===== src/rtl/int_div_seq.sv =====
`default_nettype none
// ============================================================================
//  Module   : int_div_seq
//  Purpose  : Multi-cycle restoring integer divider covering DIV, DIVU, REM
//             and REMU, retiring STEP quotient bits per cycle. Divide-by-zero
//             and signed overflow are resolved in the accept cycle.
//  Revision : 1.0 - initial release
// ============================================================================
module int_div_seq #(
   parameter int XLEN = 32,   // multiple of STEP, >= 4
   parameter int STEP = 1     // 1, 2 or 4
) (
   input  logic            i_clk,
   input  logic            i_rst,
   input  logic            i_valid,
   input  logic [1:0]      i_op,
   input  logic [XLEN-1:0] i_a,
   input  logic [XLEN-1:0] i_b,
   output logic            o_busy,
   output logic            o_valid,
   output logic [XLEN-1:0] o_result
);

   localparam int c_iters = XLEN / STEP;
   localparam int c_cnt_w = (c_iters > 1) ? $clog2(c_iters) : 1;
   localparam logic [c_cnt_w-1:0] c_last = c_cnt_w'(c_iters - 1);
   localparam logic [XLEN-1:0]    c_min  = {1'b1, {(XLEN-1){1'b0}}};

   typedef enum logic [1:0] {
      S_IDLE = 2'd0,
      S_CALC = 2'd1,
      S_FIX  = 2'd2
   } state_t;

   state_t            state_q,   state_d;
   logic [c_cnt_w-1:0] count_q,  count_d;
   logic [XLEN-1:0]   rem_q,     rem_d;      // partial remainder
   logic [XLEN-1:0]   quo_q,     quo_d;      // dividend shifting out, quotient shifting in
   logic [XLEN-1:0]   div_q,     div_d;      // divisor magnitude
   logic              rem_sel_q, rem_sel_d;  // 1: REM/REMU result
   logic              neg_quo_q, neg_quo_d;
   logic              neg_rem_q, neg_rem_d;
   logic [XLEN-1:0]   result_q,  result_d;
   logic              valid_q,   valid_d;

   logic              w_signed;
   logic              w_a_neg;
   logic              w_b_neg;
   logic [XLEN-1:0]   w_abs_a;
   logic [XLEN-1:0]   w_abs_b;
   logic [XLEN-1:0]   w_sel;
   logic              w_neg;
   logic [XLEN:0]     w_trial;
   logic [XLEN-1:0]   w_iter_rem;
   logic [XLEN-1:0]   w_iter_quo;
   logic              w_ge;

   // Operand sign decode and magnitude conversion (most-negative maps to 2^(XLEN-1))
   always_comb begin
      w_signed = ~i_op[0];
      w_a_neg  = w_signed & i_a[XLEN-1];
      w_b_neg  = w_signed & i_b[XLEN-1];
      w_abs_a  = w_a_neg ? (~i_a + 1'b1) : i_a;
      w_abs_b  = w_b_neg ? (~i_b + 1'b1) : i_b;
   end

   // STEP restoring iterations: shift in a dividend bit, subtract when it fits
   always_comb begin
      w_iter_rem = rem_q;
      w_iter_quo = quo_q;
      w_trial    = '0;
      w_ge       = 1'b0;
      for (int i = 0; i < STEP; i++) begin
         w_trial = {w_iter_rem, w_iter_quo[XLEN-1]};
         w_ge    = (w_trial >= {1'b0, div_q});
         if (w_ge) begin
            w_trial = w_trial - {1'b0, div_q};
         end
         w_iter_rem = w_trial[XLEN-1:0];
         w_iter_quo = {w_iter_quo[XLEN-2:0], w_ge};
      end
   end

   // Next-state, datapath and output decode
   always_comb begin
      state_d   = state_q;
      count_d   = count_q;
      rem_d     = rem_q;
      quo_d     = quo_q;
      div_d     = div_q;
      rem_sel_d = rem_sel_q;
      neg_quo_d = neg_quo_q;
      neg_rem_d = neg_rem_q;
      result_d  = result_q;
      valid_d   = 1'b0;
      w_sel     = rem_sel_q ? rem_q : quo_q;
      w_neg     = rem_sel_q ? neg_rem_q : neg_quo_q;

      case (state_q)
         S_IDLE: begin
            if (i_valid) begin
               rem_sel_d = i_op[1];
               if (i_b == '0) begin
                  result_d = i_op[1] ? i_a : '1;
                  valid_d  = 1'b1;
               end else if (w_signed && (i_a == c_min) && (i_b == '1)) begin
                  result_d = i_op[1] ? '0 : i_a;
                  valid_d  = 1'b1;
               end else begin
                  state_d   = S_CALC;
                  count_d   = '0;
                  rem_d     = '0;
                  quo_d     = w_abs_a;
                  div_d     = w_abs_b;
                  neg_quo_d = w_a_neg ^ w_b_neg;
                  neg_rem_d = w_a_neg;
               end
            end
         end
         S_CALC: begin
            rem_d   = w_iter_rem;
            quo_d   = w_iter_quo;
            count_d = count_q + c_cnt_w'(1);
            if (count_q == c_last) begin
               state_d = S_FIX;
            end
         end
         S_FIX: begin
            result_d = w_neg ? (~w_sel + 1'b1) : w_sel;
            valid_d  = 1'b1;
            state_d  = S_IDLE;
         end
         default: begin
            state_d = S_IDLE;
         end
      endcase
   end

   // State and datapath registers with synchronous reset
   always_ff @(posedge i_clk) begin
      if (i_rst) begin
         state_q   <= S_IDLE;
         count_q   <= '0;
         rem_q     <= '0;
         quo_q     <= '0;
         div_q     <= '0;
         rem_sel_q <= 1'b0;
         neg_quo_q <= 1'b0;
         neg_rem_q <= 1'b0;
         result_q  <= '0;
         valid_q   <= 1'b0;
      end else begin
         state_q   <= state_d;
         count_q   <= count_d;
         rem_q     <= rem_d;
         quo_q     <= quo_d;
         div_q     <= div_d;
         rem_sel_q <= rem_sel_d;
         neg_quo_q <= neg_quo_d;
         neg_rem_q <= neg_rem_d;
         result_q  <= result_d;
         valid_q   <= valid_d;
      end
   end

   assign o_busy   = (state_q != S_IDLE);
   assign o_valid  = valid_q;
   assign o_result = result_q;

endmodule
`default_nettype wire


===== config.mk =====
export PLATFORM = sky130hd
export DESIGN_NAME = int_div_seq
export DESIGN_NICKNAME = d
export VERILOG_FILES = /design/src/rtl/int_div_seq.sv
export SDC_FILE = /design/constraint.sdc
export NUM_CORES = 1
export LEC_CHECK = 0
export CELL_PAD_IN_SITES_DETAIL_PLACEMENT = 0
export CELL_PAD_IN_SITES_GLOBAL_PLACEMENT = 1
export CORE_ASPECT_RATIO = 1.25
export CORE_UTILIZATION = 47
export DETAILED_ROUTE_END_ITERATION = 12
export MAX_ROUTING_LAYER = met4
export PLACE_DENSITY_LB_ADDON = 0.1
export SLEW_MARGIN = 25
export SYNTH_ARGS = -nofsm -noshare
export SYNTH_HDL_FRONTEND = slang
export SYNTH_SLANG_ARGS = --single-unit

===== constraint.sdc =====
create_clock -name i_clk -period 7.3 [get_ports i_clk]
set_input_delay 1.095 -clock i_clk [delete_from_list [all_inputs] [get_ports i_clk]]
set_output_delay 1.095 -clock i_clk [all_outputs]
set_load 0.03 [all_outputs]

Figure 1. Cell classes on the final placement (run 1).
Bar = 50 um.
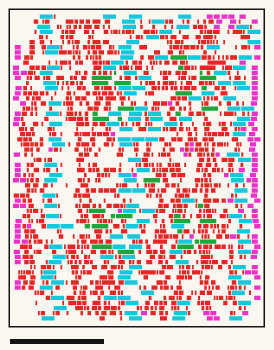
legend:
  red:
    class: remaining logic cells
    cells: 1145
  magenta:
    class: remaining buffers and delay cells
    cells: 115
  green:
    class: clock drivers and dummy loads
    cells: 32
  cyan:
    class: registers
    cells: 139
Core Area: 0.02155 sq mm
Seq area share: 22.98%
Core Rows: 60
design area: 0.01212 sq mm

Figure 2. Port wiring (run 1).
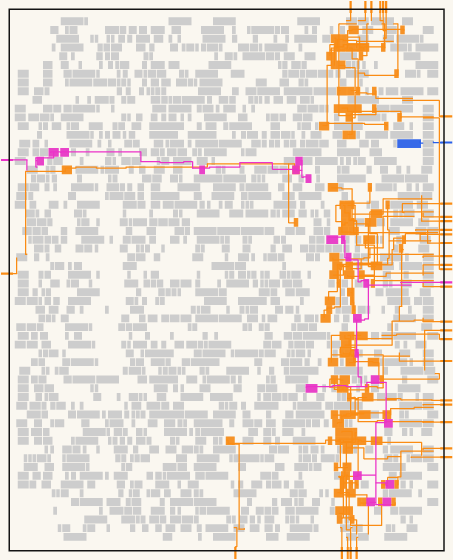
legend:
  blue:
    port: o_valid
    direction: output
    edge: east
    end_cells: 1
    buffers: 1
    wire: 4.40 um
  magenta:
    port: i_op
    direction: input
    edge: 1 west, 1 east
    end_cells: 20
    buffers: 2
    wire: 292 um
  orange:
    port: i_a
    direction: input
    edge: 20 east, 6 north, 5 south, 1 west
    end_cells: 110
    buffers: 32
    wire: 1980 um

Figure 3. Drive-strength map (run 1).
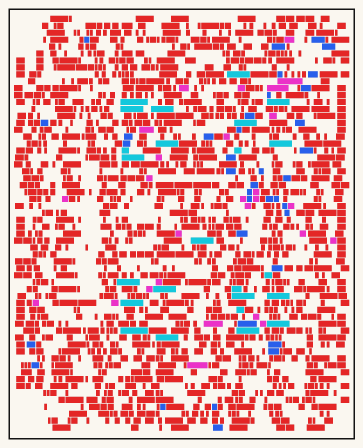
legend:
  blue:
    size: x2
    cells: 37
    share: 2.6%
  red:
    size: x1 and smaller
    cells: 1343
    share: 94%
  cyan:
    size: x6 and larger
    cells: 24
    share: 1.7%
  magenta:
    size: x3 and x4
    cells: 27
    share: 1.9%
Non-clk bufs: 115
area added between synthesis and finish: 16.86%
final setup margin: 2.910 ns

==> run_results.csv, run 1 <==
group,metric,value,unit
synth,ff_type,"dfxtp_1",
synth,ys_warn_count,0,
floorplanning,die-area,0.02266,sq mm
drt,wl_met1,13.79,mm
power,internal_power,1.515,mW
flow_run,tool_warnings,27,
setup_path,ff2ff_setup_slack,3.59,ns
synth,top_cells_by_area,"dfxtp_1, nor2_1, mux2i_1",
clock_network,cts_resized,0,
synth,aoi_share,24.74,%
run_status,run_status,"complete, no violations",
drt,num_vias,9959,
power,ir_drop,0.1491,mV
setup_path,crit_type,"in2reg",
power,switching_share,31.70,%
placed_design,dp.cells,1678,
synth,ys_types,77,
finish,utilization,56.24,%
timing,hold_viol_final,0,
clock_network,cts_max_path_buffers,2,
synth,fa_ha_area_share,5.840,%
clock_network,h-tree-depth,4,
global_routing,grt.busiest_layer,"met2",
power,p_clk_share,39.0,%
synth,yosys_area,0.01037,sq mm
timing,holdWs,0.4543,ns
global_routing,track_usage,28.09,%
finish,stdcell_count,1710,
synth,netlist_area,0.01037,sq mm
-- run 1: path summary, 6_finish.rpt --
path	endpoint	cells past startpoint	from
worst min-delay path	div_q[31]	2	div_q[31]
worst max register to register	o_result[25]	9	rem_sel_q
worst min register to register	div_q[31]	2	div_q[31]
worst max-delay path	o_result[31]	11	i_b[0]
-- run 1: final cells by class --
cell class / count / share of cell area (%)
sequential: 139 / 22.98
clock inverter: 14 / 1.322
timing repair buffer: 115 / 9.211
clock buffer: 18 / 3.542
multi-input combinational: 1093 / 58.46
tap: 279 / 2.881
inverter: 52 / 1.611
-- run 1: flip-flops by register name, indices dropped and copies added, names as in the netlist --
signal and cells:
count_q 5, rem_sel_q 1, o_result 32, o_valid 1, rem_q 32, neg_quo_q 1, quo_q 32, state_q 2
neg_rem_q 1, div_q 32
-- run 1: critical path: stages --
cell	delay, ns
clkdlybuf4s50_1	0.52
inv_1	0.10
ha_1	0.16
or3b_2	0.47
nor3_2	0.42
nand4_1	0.40
o21ai_2	0.24
a21oi_1	0.13
or2_1	0.50
or4_1	0.60
o311ai_1	0.08
-- run 1: synthesized netlist by cell type, types with 5 or more instances --
cell type and n:
nor2_1 179, dfxtp_1 139, nand2_1 138, a21oi_1 97, o21ai_0 74, a211oi_1 67, clkbuf_1 60, xnor2_1 57
xor2_1 57, inv_1 52, mux2i_1 52, nor3_1 46, ha_1 38, o211ai_1 30, nand4_1 18, a31oi_1 17
buf_2 16, nand3_1 15, nand2b_1 12, o31ai_1 12, maj3_1 11, nor4_1 11, and3_1 10, nor2b_1 10
o41ai_1 9, or3_1 8, a21o_1 7, o21a_1 7, and2_1 6, nor3b_1 6, o221ai_1 6, or2_2 6
or4_1 6, mux2_2 5, o21bai_1 5
Figure 4. Routed metal per tile (run 1).
Bar = 50 um. 27 x 34 tiles, from dark purple (low) to yellow (high), scaled to the fullest tile. Values are wire area over tile area, all layers added.
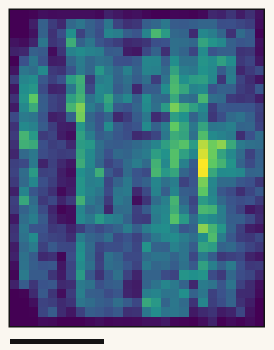

==> inputs of run 2 (changes only) <==
Settings changed: CORE_UTILIZATION 47 to 43.
Clock period 7.3 ns to 4.15 ns, I/O delays scaled along.
Figure 5. Routed metal per tile (run 2).
Bar = 50 um. 28 x 35 tiles, from dark purple (low) to yellow (high), scaled to the fullest tile. Values are wire area over tile area, all layers added.
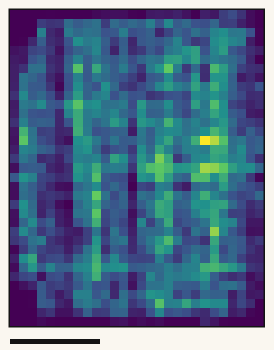
nearly empty tiles: 6.5%
mean over tiles: 0.20
emptiest ninth of the die: south-west
tiles over half the peak: 12%

==> run_results.csv, run 2 <==
group,metric,value,unit
run_status,run_status,"complete, no violations",
setup_path,cpLargestDelayFamily,"simple AND/OR/NAND/NOR gates",
setup_path,r2r_end,"o_result[30]",
synth,top_cells_by_area,"dfxtp_1, nor2_1, mux2i_1",
setup_path,reg2regPathDepth,9,
setup_path,crit_buf_inv,2,
global_routing,track_usage,27.44,%
timing,holdWs,0.4564,ns
setup_path,slowest_delay,0.51,ns
synth,ys_types,77,
hold_path,holdPathStages,2,
clock_network,cts_max_path_buffers,2,
setup_path,ff2ff_setup_slack,0.81,ns
flow_run,tool_warnings,27,
clock_network,cts_resized,0,
finish,stdcell_count,1779,
synth,yosys_area,0.01037,sq mm
power,internal_power,2.856,mW
synth,aoi_share,24.74,%
synth,common_cells,"nor2_1, dfxtp_1, nand2_1",
clock_network,h-tree-depth,4,
setup_path,crit_slowest_cell,"clkdlybuf4s50_1",
power,switching_share,30.31,%
hold_path,min_to,"div_q[31]",
power,p_clk_share,41.1,%
Figure 6. Cell classes on the final placement (run 2).
Bar = 50 um.
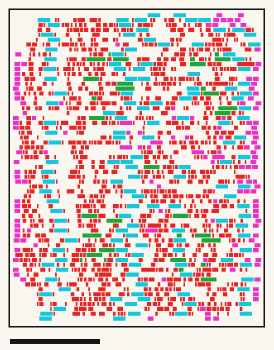
Core Rows: 63
design area: 0.01246 sq mm
Seq area share: 22.33%
final core occ: 52.53%
Core Area: 0.02373 sq mm

[run 2: cell types whose count changed in the layout (fill, tap and decap cells not counted), sizes merged]
cell      change
buf          +23
inv           -4
clkinvlp      -2
bufinv        +3
clkinv        +3
[run 2: worst max path at each step]
stage / from / end / slack [ns] / depth (start not counted)
after global placement: i_b[1] / o_result[31] / 0.39 / 11
after global routing: i_b[0] / rem_q[14] / 0.52 / 12
after detailed placement: i_b[1] / o_result[31] / 0.26 / 11
final: i_b[1] / o_result[31] / 0.81 / 11
after floorplan: rem_sel_q / o_result[26] / 0.55 / 15
after CTS: i_b[1] / rem_q[2] / 0.71 / 12
[run 2: power groups by stage]
stage	sequential (mW)	clock (mW)	combinational [mW]
finish	1.45	1.69	0.961
global route	1.46	1.78	1.06
detailed placement	1.48	0	0.956
CTS	1.45	1.72	0.960
floorplan	1.46	0	0.653
global placement	1.48	0	0.954
[run 2: metal layers]
metal | up-vias | GRT usage [%] | wire [um]
met4 | 0 | 9.737 | 859
met2 | 268 | 45.54 | 15400
li1 | 5102 | - | -
met5 | - | - | 0
met1 | 4693 | 33.88 | 14470
met3 | 49 | 3.871 | 1308
[run 2: final cells by class]
class                   instances  area, sq um  area share (%)
inverters                      52        195.2           1.566
repair buffers                138         1364           10.94
well taps                     325        406.6           3.262
multi-input cells            1093         7066           56.69
flip-flops and latches        139         2784           22.33
clock inverters                14        220.2           1.767
clock buffers                  18        429.2           3.443
[run 2: kinds of logic (layout without fill, tap and decap cells)]
group | after synthesis | in the layout
AND-OR/OR-AND | 384 | 384
multiplexers | 58 | 58
XOR/XNOR | 114 | 114
adder cells (fa/ha/maj) | 50 | 50
AND/OR/NAND/NOR | 487 | 487
buffers and inverters | 134 | 222
flip-flops | 139 | 139
Figure 7. Congestion heat map (run 2).
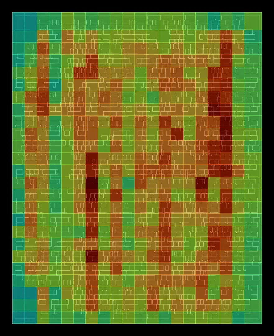

==> inputs of run 3 (changes only) <==
Settings changed: CORE_UTILIZATION 43 to 39.
Clock period 4.15 ns to 2.8 ns, I/O delays scaled along.
Figure 8. Congestion heat map (run 3).
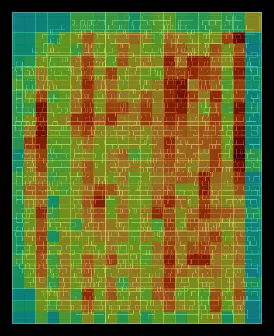
total global-route track usage: 26.34%
global-route met3 utilization: 3.688%
WL/cell: 17.26 um
final core occ: 54.74%
grt met2 use: 45.25%

==> run_results.csv, run 3 <==
group,metric,value,unit
floorplanning,nWellTaps,340,
synth,top_cells_by_area,"dfxtp_1, nor2_1, mux2i_1",
floorplanning,core_region_area,0.02610,sq mm
synth,ys_types,77,
setup_path,ff2ff_setup_slack,0.10,ns
clock_network,cts_max_path_buffers,2,
power,p_clk,2.48,mW
drt,wl_met1,15.45,mm
finish,seq_cells,139,
finish,multi_input_comb_cells,1093,
run_status,run_status,"complete, no violations",
synth,common_cells,"nor2_1, dfxtp_1, nand2_1",
setup_path,reg2regPathDepth,12,
drt,wl_met2,16.83,mm
finish,largest_class,"logic gates",
setup_path,r2r_end,"rem_q[0]",
finish,nClkBuffers,20,
clock_network,h-tree-depth,4,
hold_path,min_to,"div_q[0]",
global_routing,met1_usage,31.51,%
finish,final-clk-cell-share,4.441,%
finish,sh_seq_area,19.53,%
finish,comb_area,0.007268,sq mm
finish,nNonClkInverters,52,
floorplanning,rows,66,
global_routing,grt.busiest_layer,"met2",
Figure 9. Drive-strength map (run 3).
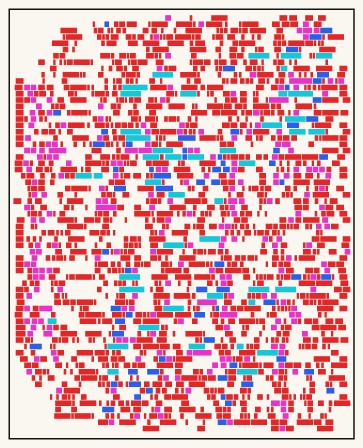
final setup margin: 0.05427 ns
Non-clk bufs: 334
area added between synthesis and finish: 37.76%
design area: 0.01428 sq mm

[run 3: cell types whose count changed in the layout (fill, tap and decap cells not counted), sizes merged]
cell,change
buf,+195
bufinv,-1
clkbuf,+3
clkdlybuf4s50,-2
clkinv,-4
clkinvlp,+1
dlymetal6s2s,+2
inv,+2
[run 3: worst max-delay path, stage by stage]
cell and delay [ns]:
clkdlybuf4s50_1 0.42, or4_4 0.58, nor4b_4 0.24, buf_6 0.17
nand4_4 0.14, o21ai_2 0.19, a21oi_2 0.08, or2_1 0.25
or4_1 0.51, o311ai_1 0.09
[run 3: through the flow]
| step | instance area [sq um] | total power, mW | cells | setup slack [ns] |
|---|---|---|---|---|
| 2_1_floorplan | 10420 | 3.144 | 1366 | -0.07579 |
| 3_3_place_gp | 13370 | 3.817 | 1953 | -0.5442 |
| 3_5_place_dp | 13370 | 3.822 | 1953 | -0.5920 |
| 4_1_cts | 14030 | 6.326 | 1986 | 0.002511 |
| 5_1_grt | 14280 | 6.612 | 1990 | -0.03914 |
| 6_report | 14280 | 6.308 | 1990 | 0.05427 |
[run 3: worst max-delay path by stage]
stage                   start           end  cells past startpoint
floorplan           rem_sel_q  o_result[26]                     15
finish                i_a[26]  o_result[31]                     10
detailed placement    i_a[26]  o_result[31]                      9
global route        div_q[19]      rem_q[1]                     12
CTS                    i_b[0]  o_result[31]                     13
global placement      i_a[26]  o_result[31]                      9
[run 3: logic make-up after synthesis]
logic type	share of synthesized area (%)
simple gates	21.99
compound gates	24.74
flops	26.84
buf+inv	5.189
xor+xnor	9.630
mux	5.780
fa+ha+maj	5.841
[run 3: repair_timing]
| action | in CTS | in global routing |
|---|---|---|
| pin swaps | 1 | 18 |
| gates resized | 6 | 50 |
| setup endpoints to repair | 59 | 113 |
| buffers inserted | 1 | 3 |
| gates cloned | 0 | 1 |
No activity file was given, so power comes from the tool's default toggle rates.
